==> config.mk <==
export PLATFORM = sky130hd
export DESIGN_NAME = mux4_scan_ctrl_flat
export DESIGN_NICKNAME = d
export VERILOG_FILES = /design/src/rtl/mux4_scan_ctrl_if.sv /design/src/rtl/mux4_scan_ctrl.sv /design/src/flat_wrapper.sv
export SDC_FILE = /design/constraint.sdc
export NUM_CORES = 1
export LEC_CHECK = 0
export ABC_AREA = 1
export CORE_UTILIZATION = 45
export CTS_BUF_LIST = sky130_fd_sc_hd__clkbuf_16
export CTS_CLUSTER_DIAMETER = 60
export DETAILED_ROUTE_END_ITERATION = 10
export PLACE_DENSITY = 0.71
export SLEW_MARGIN = 20
export SYNTH_ARGS = -nofsm -noshare
export SYNTH_HDL_FRONTEND = slang
export SYNTH_SLANG_ARGS = --single-unit
==> constraint.sdc <==
create_clock -name clk -period 1.5 [get_ports clk]
set_input_delay 0.375 -clock clk [delete_from_list [all_inputs] [get_ports clk]]
set_output_delay 0.375 -clock clk [all_outputs]
set_load 0.01 [all_outputs]
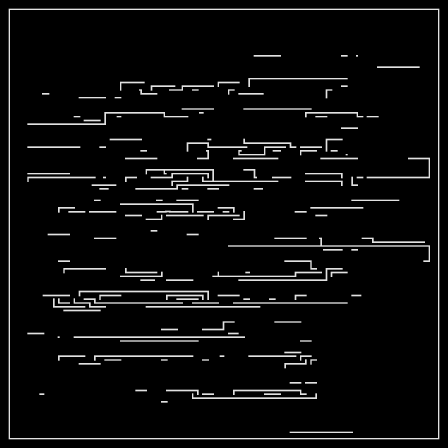
(images/m1.png)
The wires run mostly horizontal. 94 nets have wire on it. The layer holds 43% of the routed length.
via count: 529
drt total wl: 1093 µm

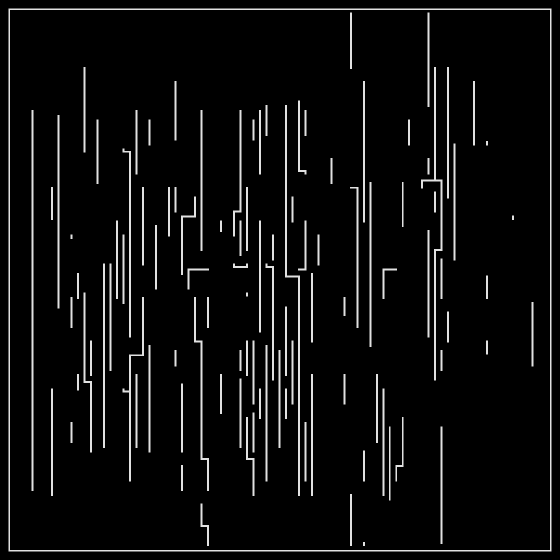
(images/m2.png)
The wires run mostly vertical. 80 nets have wire on it. The layer carries 543 µm of wire. The layer holds 50% of the routed length.
met2 capacity usage during global routing: 0.3178

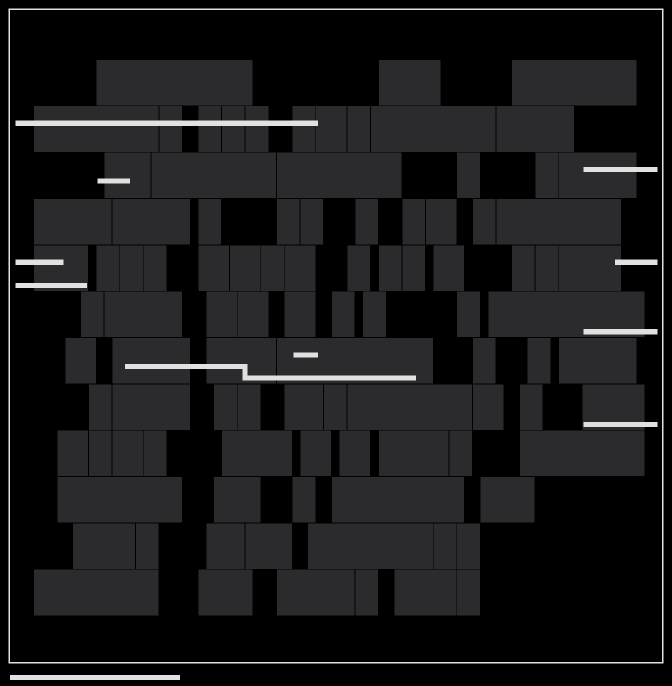
(images/m3.png)
The bar under the picture is 10 µm long.
The longest straight run is 17.5 µm. The layer holds 5.4% of the routed length. The layer carries 58.5 µm of wire. The wires run mostly horizontal.
fraction of met3 tracks used by global routing: 0.1105

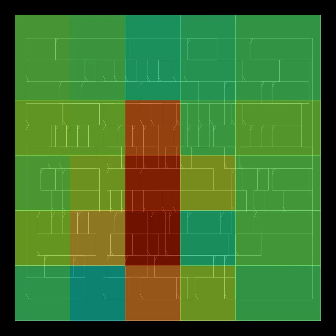
(images/congestion_map.png)
routed length per placed instance: 9.759 µm
combined global-route utilization of all metal layers: 0.2037
met1 layer usage reported by global route: 0.2036

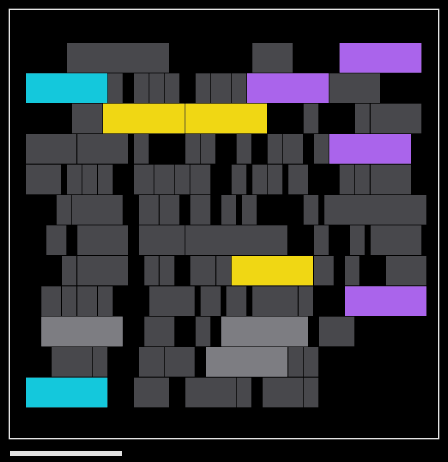
(images/ff_map.png)
The bar under the picture is 10 µm long.
Key: yellow = u_core.shadow [flops 3]; purple = u_core.bus.result [flops 4]; cyan = u_core.bus.selection [flops 2]
Power Sequential: 0.334 mW
Register Area: 241.5 µm²
final core occ: 0.7073
register fraction of the total cell area: 0.2915

==> flow.log <==
[flow] collecting metrics
[metrics] prevailing post-synth register cell: sky130_fd_sc_hd__dfxtp_1
[metrics] launching element type of the critical path: register
[metrics] Reg2Reg Depth: 8
[metrics] Buffers on Ports: 11
[metrics] floorplan-stage core utilization: 0.5053
[metrics] async set or reset register ratio after synthesis: 0
[metrics] count of antenna diodes in the layout: 0
[metrics] fraction of the yosys area taken by sequential cells: 0.4059
[metrics] area overhead of the layout relative to synthesis: 39.96%
[metrics] cell family with the largest share of critical-path delay: buffers and inverters
[metrics] global-route wire length before repair: between 1500 and 2000 µm
[metrics] Total Power Consumption: approximately 0.89 mW
[metrics] clock network area share: 0.09517
[metrics] register-to-register setup slack: 220 ps
[metrics] unrepaired setup endpoints after global routing: false
[metrics] buffer-and-inverter tally for the worst setup path: 1
[metrics] commonest cells after routing, fill and taps aside: sky130_fd_sc_hd__nor2_1, sky130_fd_sc_hd__nand2_1, sky130_fd_sc_hd__inv_1, sky130_fd_sc_hd__dfxtp_1, sky130_fd_sc_hd__nand3_1
[metrics] Post-Place Cells: approximately 110
[metrics] number of cells on the worst hold path: 2
[metrics] setup total negative slack: 0 ps
[metrics] worst-path fanout max: 2
[metrics] final count of negative-setup-slack endpoints: 0
[metrics] number of nets at the end of the flow: approximately 110
[metrics] Worst EP arrival: between 1000 and 1500 ps
[metrics] worst setup skew after layout: around 3.6 ps
[metrics] minimum period implied by the final worst setup slack: 1462 ps
[metrics] DRT Pass-1 Iters: 4
[metrics] flip-flop count of the largest register, all copies and words added: 4
[metrics] Clock buffer cells: 3
[metrics] Pint: between 0.7 and 0.8 mW
[metrics] count of state elements after synthesis: 12
[metrics] MI comb cells: 53
[metrics] initial antenna violation count: 0
[metrics] Final period util: 0.9750
[metrics] die extent in y: 38.27 µm
[metrics] vias per cell: roughly 4.7
[metrics] Tightest Pin Transition: approximately 230 ps
[metrics] sort of element at the end of the critical path: output pin
[metrics] top cell class by occupied area: multi-input combinational cells
[metrics] Worst Path Required: around 1100 ps
[metrics] top-level I/O count: 12
[metrics] # fillers: between 100 and 150
[metrics] path category of the worst min-delay check: reg -> reg
[metrics] run status: completed
[metrics] leakage power: roughly 0.44 nW
[metrics] delay of the slowest cell on the worst path: between 500 and 600 ps
[metrics] Yosys chip area: 591.8 µm²
[metrics] cell at the root of the clock tree: sky130_fd_sc_hd__clkbuf_16
[metrics] synthesized area divided by synthesized cell count: between 7 and 8 µm²
[metrics] number of cells produced by synthesis: about 80
[metrics] portion of synthesized cell area occupied by the leading cell type: 0.4059
[metrics] number of buffers on the longest clock path: 2
[metrics] largest net degree at the start of global routing: 9
[metrics] number of non-clock buffers: 14
[metrics] multi-input combinational cell area: roughly 290 µm²
[metrics] number of max-cap violations: 0
[metrics] Die W: about 38 µm
[metrics] fraction of power consumed by the clock network: 0.551
[metrics] type of the worst setup path: reg -> out
[metrics] remaining routing DRC violations: 0
[metrics] final hold viol count: 0
[metrics] total number of clock tree sinks: 12
[metrics] clock-pin slew reported for the worst setup and hold paths after clock tree synthesis: roughly 40 ps
[metrics] number of gates given a new drive strength after cts: 5
[metrics] Post-CTS Setup Bufs: 0
[metrics] Gate power share: 0.072
[metrics] number of nets at floorplan: 88
[metrics] non-clk buf share: 0.1677
-- kinds of logic after synthesis --
group,share of synthesized area
AOI/OAI and AO/OA,0.06764
adders and majority gates,0.08457
buffers and inverters,0.09935
DFF,0.4059
and+or+nand+nor,0.3425
-- per-layer routing --
metal,GRT usage,part of all wire,vias to the layer above
met4,0.1429,0.022,0
met1,0.2036,0.43,231
li1,-,-,285
met2,0.3178,0.50,9
met5,0,0,-
met3,0.1105,0.053,4
-- through the flow --
step / util / instance area (µm²)
global placement: 0.6335 / 742.0
global route: 0.7073 / 828.3
detailed placement: 0.6335 / 742.0
finish: 0.7073 / 828.3
floorplan: - / 591.8
CTS: 0.6987 / 818.3
Power is estimated from default activity; no workload was simulated.
